<file path="src/rtl/drive_controller_if.sv">
// Sensor, tone, encoder and H-bridge signal bundle
// for the line-following robot drive core.
interface drive_controller_if;
  logic [3:0] dir;
  logic       col_detect;
  logic       td_en;
  logic [1:0] td_dir;
  logic       shaft_pulse_l;
  logic       shaft_pulse_r;
  logic       hb_en_a;
  logic       hb_en_b;
  logic       hb_in1;
  logic       hb_in2;
  logic       hb_in3;
  logic       hb_in4;
  logic [2:0] state;
  logic       busy;

  modport master (
    output dir, col_detect, td_en, td_dir,
    output shaft_pulse_l, shaft_pulse_r,
    input  hb_en_a, hb_en_b,
    input  hb_in1, hb_in2, hb_in3, hb_in4,
    input  state, busy
  );

  modport slave (
    input  dir, col_detect, td_en, td_dir,
    input  shaft_pulse_l, shaft_pulse_r,
    output hb_en_a, hb_en_b,
    output hb_in1, hb_in2, hb_in3, hb_in4,
    output state, busy
  );
endinterface

</file>
<file path="src/rtl/drive_controller.sv">
// Drive core: PWM, encoder-counted pivots, reverse
// and collision resume for the dual H-bridge.
module drive_controller #(
  parameter int CLK_HZ      = 50_000_000,
  parameter int PWM_HZ      = 80,
  parameter int FULL_PCT    = 80,
  parameter int VEER_PCT    = 40,
  parameter int MAX_PCT     = 80,
  parameter int TURN_PULSES = 20,
  parameter int CNT_W       = 20,
  parameter int PULSE_W     = 8
) (
  input logic clk,
  input logic rst,
  drive_controller_if.slave bus
);

  typedef enum logic [2:0] {
    FORWARD   = 3'd0,
    COLLISION = 3'd1,
    JUNCTION  = 3'd2,
    CROSS     = 3'd3,
    TURN_L    = 3'd4,
    TURN_R    = 3'd5,
    REVERSE   = 3'd6
  } state_t;

  localparam int PWM_PERIOD = CLK_HZ / PWM_HZ;
  localparam int FULL_C =
    (FULL_PCT > MAX_PCT) ? MAX_PCT : FULL_PCT;
  localparam int VEER_C =
    (VEER_PCT > MAX_PCT) ? MAX_PCT : VEER_PCT;
  localparam int FULL_TH = PWM_PERIOD * FULL_C / 100;
  localparam int VEER_TH = PWM_PERIOD * VEER_C / 100;

  localparam logic [CNT_W-1:0] LAST =
    CNT_W'(PWM_PERIOD - 1);
  localparam logic [CNT_W-1:0] FULL_W = CNT_W'(FULL_TH);
  localparam logic [CNT_W-1:0] VEER_W = CNT_W'(VEER_TH);
  localparam logic [PULSE_W-1:0] P90 =
    PULSE_W'(TURN_PULSES);
  localparam logic [PULSE_W-1:0] P180 =
    PULSE_W'(2 * TURN_PULSES);

  logic [CNT_W-1:0]   cnt;
  logic [2:0]         syncL;
  logic [2:0]         syncR;
  logic [PULSE_W-1:0] pcnt;
  state_t             st;
  state_t             retSt;
  logic [5:0]         hb;

  logic pf;
  logic pv;
  logic edgeL;
  logic edgeR;

  assign pf = (cnt < FULL_W);
  assign pv = (cnt < VEER_W);

  // bits [0],[1] synchronise, bit [2] holds the previous sample
  assign edgeL = syncL[1] & ~syncL[2];
  assign edgeR = syncR[1] & ~syncR[2];

  logic [5:0] patFwd;
  logic [5:0] patVl;
  logic [5:0] patVr;
  logic [5:0] patPl;
  logic [5:0] patPr;

  assign patFwd = {pf, pf, 4'b0110};
  assign patVl  = {pv, pf, 4'b0110};
  assign patVr  = {pf, pv, 4'b0110};
  assign patPl  = {pf, pf, 4'b1010};
  assign patPr  = {pf, pf, 4'b0101};

  always_ff @(posedge clk or posedge rst) begin
    if (rst) begin
      cnt <= '0;
    end else if (cnt == LAST) begin
      cnt <= '0;
    end else begin
      cnt <= cnt + 1'b1;
    end
  end

  always_ff @(posedge clk or posedge rst) begin
    if (rst) begin
      syncL <= '0;
      syncR <= '0;
    end else begin
      syncL <= {syncL[1:0], bus.shaft_pulse_l};
      syncR <= {syncR[1:0], bus.shaft_pulse_r};
    end
  end

  always_ff @(posedge clk or posedge rst) begin
    if (rst) begin
      st    <= FORWARD;
      retSt <= FORWARD;
      pcnt  <= '0;
      hb    <= '0;
    end else if (bus.col_detect && st != COLLISION) begin
      retSt <= st;
      st    <= COLLISION;
      hb    <= '0;
    end else begin
      unique case (st)
        FORWARD: begin
          unique case (bus.dir)
            4'b0101: hb <= patVl;
            4'b1001: hb <= patVr;
            4'b0111: hb <= patPl;
            4'b1011: hb <= patPr;
            4'b1111: begin
              hb <= '0;
              st <= JUNCTION;
            end
            4'b1100,
            4'b1101,
            4'b1110: hb <= '0;
            default: hb <= patFwd;
          endcase
        end
        COLLISION: begin
          hb <= '0;
          if (!bus.col_detect) st <= retSt;
        end
        JUNCTION: begin
          hb <= '0;
          if (bus.td_en) begin
            unique case (bus.td_dir)
              2'b00: st <= CROSS;
              2'b01: begin
                st   <= TURN_L;
                pcnt <= '0;
              end
              2'b10: begin
                st   <= TURN_R;
                pcnt <= '0;
              end
              default: begin
                st   <= REVERSE;
                pcnt <= '0;
              end
            endcase
          end
        end
        CROSS: begin
          hb <= patFwd;
          if (bus.dir != 4'b1111) st <= FORWARD;
        end
        TURN_L: begin
          hb <= patPl;
          if (pcnt == P90) begin
            pcnt <= '0;
            st   <= FORWARD;
          end else if (edgeR) begin
            pcnt <= pcnt + 1'b1;
          end
        end
        TURN_R: begin
          hb <= patPr;
          if (pcnt == P90) begin
            pcnt <= '0;
            st   <= FORWARD;
          end else if (edgeL) begin
            pcnt <= pcnt + 1'b1;
          end
        end
        REVERSE: begin
          hb <= patPr;
          if (pcnt == P180) begin
            pcnt <= '0;
            st   <= FORWARD;
          end else if (edgeL) begin
            pcnt <= pcnt + 1'b1;
          end
        end
        default: begin
          hb <= '0;
          st <= FORWARD;
        end
      endcase
    end
  end

  assign bus.hb_en_a = hb[5];
  assign bus.hb_en_b = hb[4];
  assign bus.hb_in1  = hb[3];
  assign bus.hb_in2  = hb[2];
  assign bus.hb_in3  = hb[1];
  assign bus.hb_in4  = hb[0];
  assign bus.state   = st;
  assign bus.busy    = (st == TURN_L) ||
                       (st == TURN_R) ||
                       (st == REVERSE);

endmodule

</file>
<file path="src/flat_wrapper.sv">
// flat-port wrapper written by rule: the top's interface ports become plain ports
module drive_controller_flat 
#(
  parameter int CLK_HZ      = 50_000_000,
  parameter int PWM_HZ      = 80,
  parameter int FULL_PCT    = 80,
  parameter int VEER_PCT    = 40,
  parameter int MAX_PCT     = 80,
  parameter int TURN_PULSES = 20,
  parameter int CNT_W       = 20,
  parameter int PULSE_W     = 8
)
  (clk, rst, bus_dir, bus_col_detect, bus_td_en, bus_td_dir, bus_shaft_pulse_l, bus_shaft_pulse_r, bus_hb_en_a, bus_hb_en_b, bus_hb_in1, bus_hb_in2, bus_hb_in3, bus_hb_in4, bus_state, bus_busy);
  drive_controller_if bus_i ();
  input logic clk;
  input logic rst;
  input wire logic [$bits(bus_i.dir)-1:0] bus_dir;
  input wire logic [$bits(bus_i.col_detect)-1:0] bus_col_detect;
  input wire logic [$bits(bus_i.td_en)-1:0] bus_td_en;
  input wire logic [$bits(bus_i.td_dir)-1:0] bus_td_dir;
  input wire logic [$bits(bus_i.shaft_pulse_l)-1:0] bus_shaft_pulse_l;
  input wire logic [$bits(bus_i.shaft_pulse_r)-1:0] bus_shaft_pulse_r;
  output wire logic [$bits(bus_i.hb_en_a)-1:0] bus_hb_en_a;
  output wire logic [$bits(bus_i.hb_en_b)-1:0] bus_hb_en_b;
  output wire logic [$bits(bus_i.hb_in1)-1:0] bus_hb_in1;
  output wire logic [$bits(bus_i.hb_in2)-1:0] bus_hb_in2;
  output wire logic [$bits(bus_i.hb_in3)-1:0] bus_hb_in3;
  output wire logic [$bits(bus_i.hb_in4)-1:0] bus_hb_in4;
  output wire logic [$bits(bus_i.state)-1:0] bus_state;
  output wire logic [$bits(bus_i.busy)-1:0] bus_busy;
  assign bus_i.dir = bus_dir;
  assign bus_i.col_detect = bus_col_detect;
  assign bus_i.td_en = bus_td_en;
  assign bus_i.td_dir = bus_td_dir;
  assign bus_i.shaft_pulse_l = bus_shaft_pulse_l;
  assign bus_i.shaft_pulse_r = bus_shaft_pulse_r;
  assign bus_hb_en_a = bus_i.hb_en_a;
  assign bus_hb_en_b = bus_i.hb_en_b;
  assign bus_hb_in1 = bus_i.hb_in1;
  assign bus_hb_in2 = bus_i.hb_in2;
  assign bus_hb_in3 = bus_i.hb_in3;
  assign bus_hb_in4 = bus_i.hb_in4;
  assign bus_state = bus_i.state;
  assign bus_busy = bus_i.busy;
  drive_controller #(.CLK_HZ(CLK_HZ), .PWM_HZ(PWM_HZ), .FULL_PCT(FULL_PCT), .VEER_PCT(VEER_PCT), .MAX_PCT(MAX_PCT), .TURN_PULSES(TURN_PULSES), .CNT_W(CNT_W), .PULSE_W(PULSE_W)) u_core (.clk(clk), .rst(rst), .bus(bus_i));
endmodule
</file>
<file path="config.mk">
export PLATFORM = sky130hd
export DESIGN_NAME = drive_controller_flat
export DESIGN_NICKNAME = d
export VERILOG_FILES = /design/src/rtl/drive_controller_if.sv /design/src/rtl/drive_controller.sv /design/src/flat_wrapper.sv
export SDC_FILE = /design/constraint.sdc
export NUM_CORES = 1
export LEC_CHECK = 0
export ABC_CLOCK_PERIOD_IN_PS = 2490
export CORE_MARGIN = 2
export CORE_UTILIZATION = 57
export CTS_CLUSTER_SIZE = 25
export DETAILED_ROUTE_END_ITERATION = 12
export GPL_TIMING_DRIVEN = 0
export PLACE_DENSITY_LB_ADDON = 0.3
export SYNTH_ARGS = -nofsm -noshare
export SYNTH_HDL_FRONTEND = slang
export SYNTH_SLANG_ARGS = --single-unit
</file>
<file path="constraint.sdc">
create_clock -name clk -period 2.49 [get_ports clk]
set_input_delay 0.747 -clock clk [delete_from_list [all_inputs] [get_ports clk]]
set_output_delay 0.747 -clock clk [all_outputs]
set_load 0.02 [all_outputs]
</file>
Figure 1. M1 wires (run 1).
Scale bar: 20 um. Supply wires on this layer in grey. Cells faint in the background.
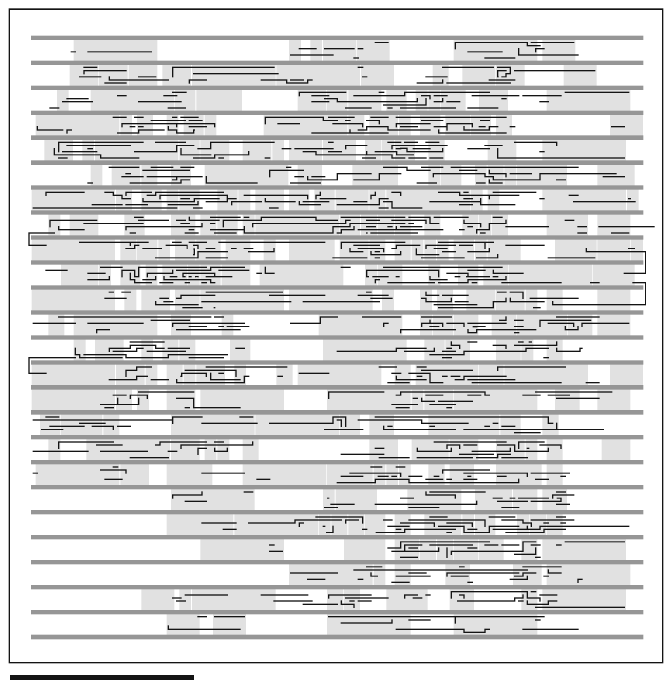
The longest straight run is 23.5 um. The layer holds 45% of the routed length.
Post-Route WL: 5151 um
via count: 2,092
M1 GR Usage: 28.32%

Figure 2. Metal layers overlaid (run 1).
Only two layers are drawn.
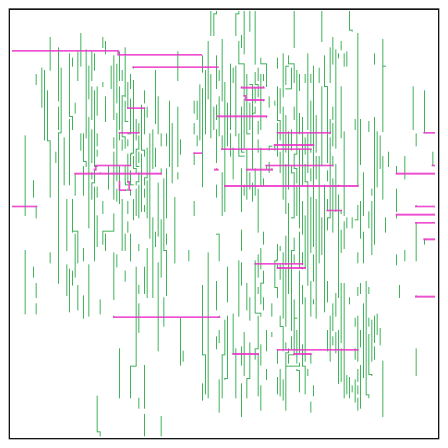
M2: marked green, wire length 2,520 um. M3: marked magenta, wire length 242 um.
average wire per standard cell: 14.93 um
GRT Total Usage: 21.99%

Figure 3. Port wiring (run 1).
Scale bar: 20 um.
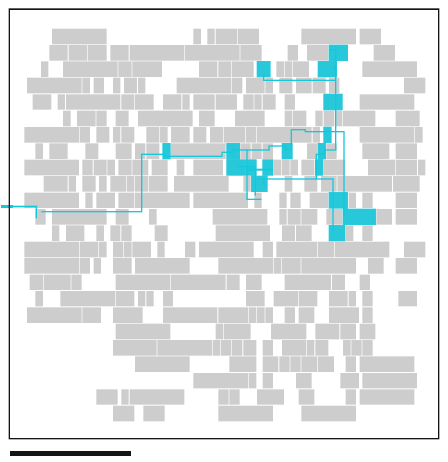
bus_col_detect: marked cyan, bits 1, direction input, end cells 17, wire 171 um.

==> results.cfg, run 1 <==
; yosys + openroad results
[status]
status = complete, no violations

[synthesis]
yosys_area_sq_mm = 0.002561
fp_nets = 286
ys_cells = 268
ys_seq_share_pct = 44.94
top_cell = dfrtp_1
ys.flop_type = dfrtp_1

[setup_path]
r2r_start = u_core.pcnt[0]
crit_slowest_cell = clkdlybuf4s50_1
rr_worst_depth = 7
path_max_fanout = 10
crit_arrival_ns = 2.57
worstPathCellList = clkdlybuf4s50_1 -> inv_1 -> ha_1 -> nand3b_1 -> a221oi_2 -> o21ai_2 -> clkbuf_4 -> o31ai_2 -> o21ai_0

[clock_network]
clk_pin_slew_ns = 0.08
cts_sinks = 46
post-cts-setup-buffer-count = 0

[cells_and_area]
fin_util_pct = 67.01
clk_share_pct = 2.616
regArea_sq_mm = 0.001151
buf_share_pct = 9.262
final_cell_count_no_fill = 345
logic_gates = 191
buffers = 33
antenna_cells = 0

[pwr]
p_sw_w = 0.0007108
pwr-share-seq_pct = 44.9
pwr-share-clk_pct = 20.7
vdd_drop_max_mv = 0.3960
internal_power_w = 0.001361
comb_power_w = 0.000712
swShare_pct = 34.31

[route]
ant_nets = 0
drcViolationCount = 0
wl_met1_um = 2334
routed-wl-met3_um = 242
drtIter0Drc = 222

[global_routing]
grt_pass1_vias = 2022
grt_max_degree = 33

[die]
fp.dieH_um = 71.03
initial_core_util_pct = 58.82
dieArea_sq_mm = 0.005045

[timing]
finalClockPeriodUsage_pct = 96.45

[min_path]
min_from = u_core.syncL[0]
Figure 4. Routing congestion map (run 1).
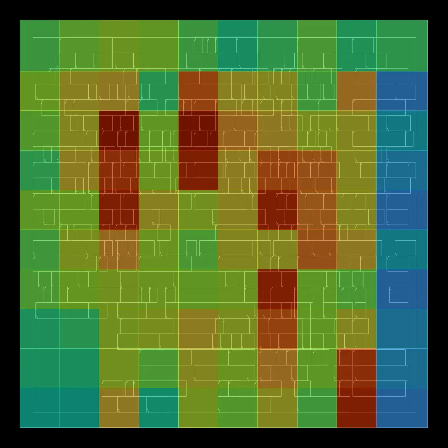

==> run 2, diff against run 1 <==
Settings changed: CORE_MARGIN 2 to 8, SKIP_CTS_REPAIR_TIMING from default to 1.
Figure 5. Routing congestion map (run 2).
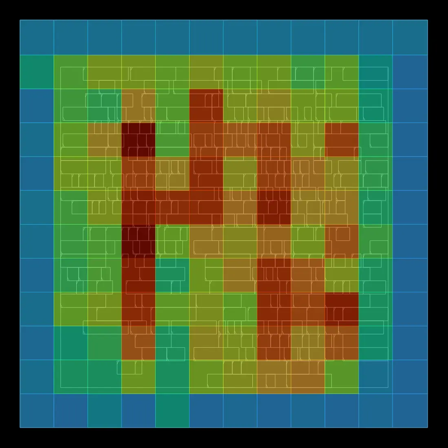
average wire per standard cell: 15.47 um
fin util: 68.25%
GRT busiest layer: met2

Figure 6. Metal layers overlaid (run 2).
Only two layers are drawn.
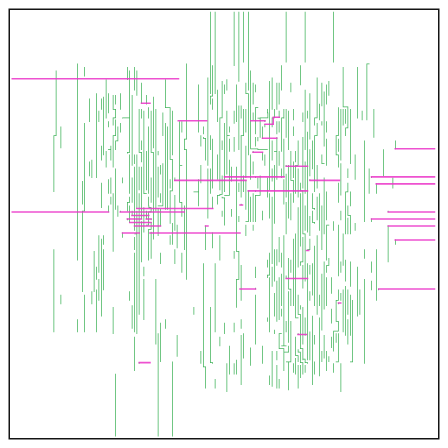
M2: marked green, wire length 2,680 um. M3: marked magenta, wire length 271 um.
GRT Total Usage: 16.06%
Post-Route WL: 5382 um
via count: 2,111

Figure 7. Register map, names as in the netlist (run 2).
Scale bar: 20 um. Other sequential cells in the stronger grey, the rest of the logic in the fainter grey.
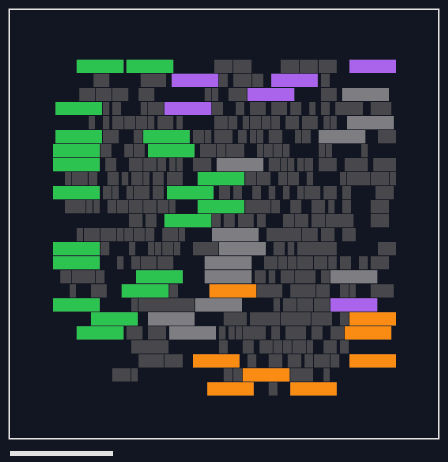
u_core.pcnt: marked orange, sequential cells 8. u_core.cnt: marked green, sequential cells 20. u_core.hb: marked purple, sequential cells 6.
Another 12 sequential cells are not coloured.

==> results.cfg, run 2 <==
; yosys + openroad results
[die]
dieArea_sq_mm = 0.006894
nWellTaps = 52
fp.dieH_um = 83.03
initial_core_util_pct = 58.82

[cells_and_area]
final_cell_count_no_fill = 348
fin_nets = 313
logic_gates = 191
buffers = 35
buf_share_pct = 9.558
regArea_sq_mm = 0.001151
antenna_cells = 0

[synthesis]
ys_seq_share_pct = 44.94
common_cells = dfrtp_1 (46), nor2_1 (21), o21ai_0 (17)
synth_cell_types = 57
top_cell = dfrtp_1
ys_cells = 268
ys.flop_type = dfrtp_1

[pwr]
internal_power_w = 0.001470
vdd_drop_max_mv = 0.4080
pwr-share-clk_pct = 24.6
comb_power_w = 0.000727
pwr-share-seq_pct = 42.4
p_sw_w = 0.0007345
powerDensity_mw_per_mm2 = 742.0

[setup_path]
crit_slowest_cell = clkdlybuf4s50_1
worst_setup_path_end_kind = register
r2r_start = u_core.pcnt[0]
rr_worst_depth = 7
path_max_fanout = 3
cp.depth = 9
crit_arrival_ns = 2.56
worstPathCellList = clkdlybuf4s50_1 -> inv_1 -> ha_1 -> nand3b_1 -> a221oi_2 -> o21ai_2 -> buf_4 -> o31a_1 -> a21oi_1

[clock_network]
cts_sinks = 46
clk_pin_slew_ns = 0.09

[status]
status = complete, no violations

[global_routing]
grt_overflow = 0
grt_max_degree = 29
use_met1_pct = 18.55

[timing]
finalClockPeriodUsage_pct = 93.80
setup_viol = 0
slew_headroom_pct = 57.71

[route]
routed-wl-met3_um = 271
wl_met1_um = 2291
drcViolationCount = 0
drtIter0Drc = 189

[min_path]
min_from = u_core.syncR[0]

[placed_design]
pre_cts_ws_ns = -0.2710
==> run 3, diff against run 2 <==
Settings changed: CORE_UTILIZATION 57 to 55.
Figure 8. Metal layers overlaid (run 3).
Only two layers are drawn.
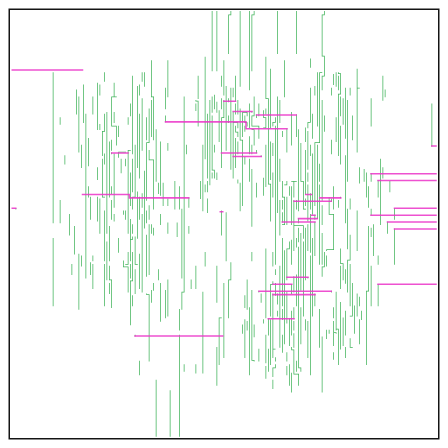
M3: marked magenta, wire length 242 um. M2: marked green, wire length 2,530 um.
average wire per standard cell: 14.85 um
GRT Total Usage: 15.12%
Post-Route WL: 5199 um
via count: 2,038

Figure 9. M1 wires (run 3).
Scale bar: 20 um. Supply wires on this layer in grey. Cells faint in the background.
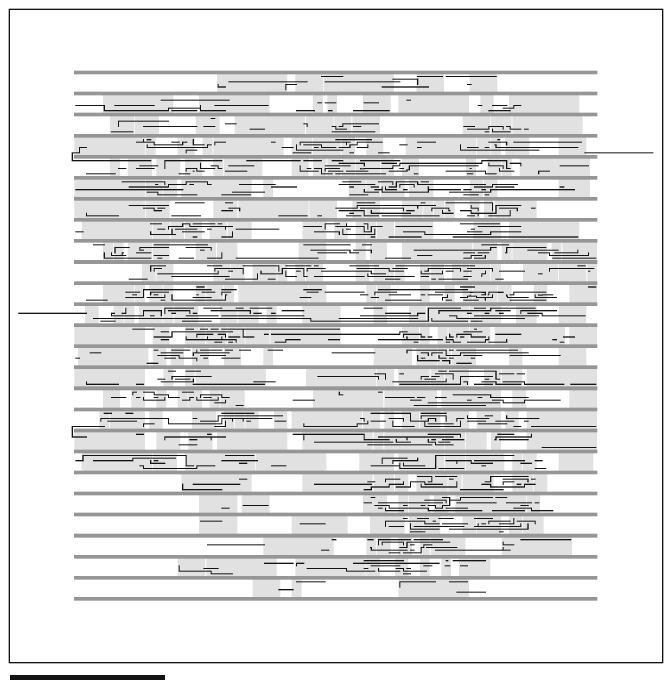
The layer holds 45% of the routed length. The layer carries 2,360 um of wire. The wires run mostly horizontal. The longest straight run is 28.1 um.

==> results.cfg, run 3 <==
; yosys + openroad results
[status]
status = complete, no violations

[cells_and_area]
antenna_cells = 0
regArea_sq_mm = 0.001151
fin_util_pct = 64.52
clk_share_pct = 3.079
fin_nets = 313
buf_share_pct = 9.701
final_cell_count_no_fill = 350

[route]
ant_nets = 0
routed-wl-met3_um = 242

[synthesis]
ys_seq_share_pct = 44.94
ys_cells = 268
synth_cell_types = 57
common_cells = dfrtp_1 (46), nor2_1 (21), o21ai_0 (17)

[timing]
slew_headroom_pct = 55.18
finalClockPeriodUsage_pct = 97.22

[global_routing]
use_met1_pct = 18.19
grt_pass1_vias = 2020

[pwr]
vdd_drop_max_mv = 0.3029
swShare_pct = 34.42
pwr-share-clk_pct = 22.4

[setup_path]
crit_slowest_cell = clkdlybuf4s50_1
r2r_start = u_core.pcnt[0]
worst_setup_path_end_kind = register
crit_arrival_ns = 2.66

[clock_network]
cts_sinks = 46
Figure 10. Port wiring (run 3).
Scale bar: 20 um.
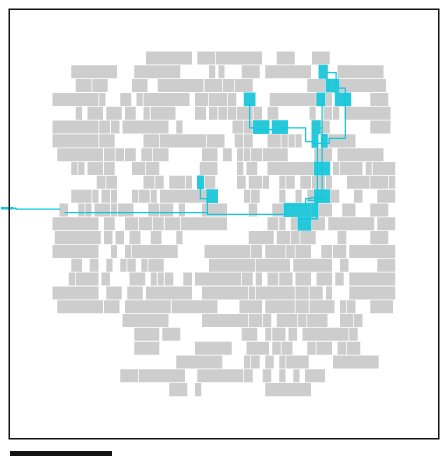
bus_col_detect: marked cyan, bits 1, direction input, end cells 17, wire 163 um.
port bufs: 18
num ports: 22

Power is estimated from default activity; no workload was simulated.
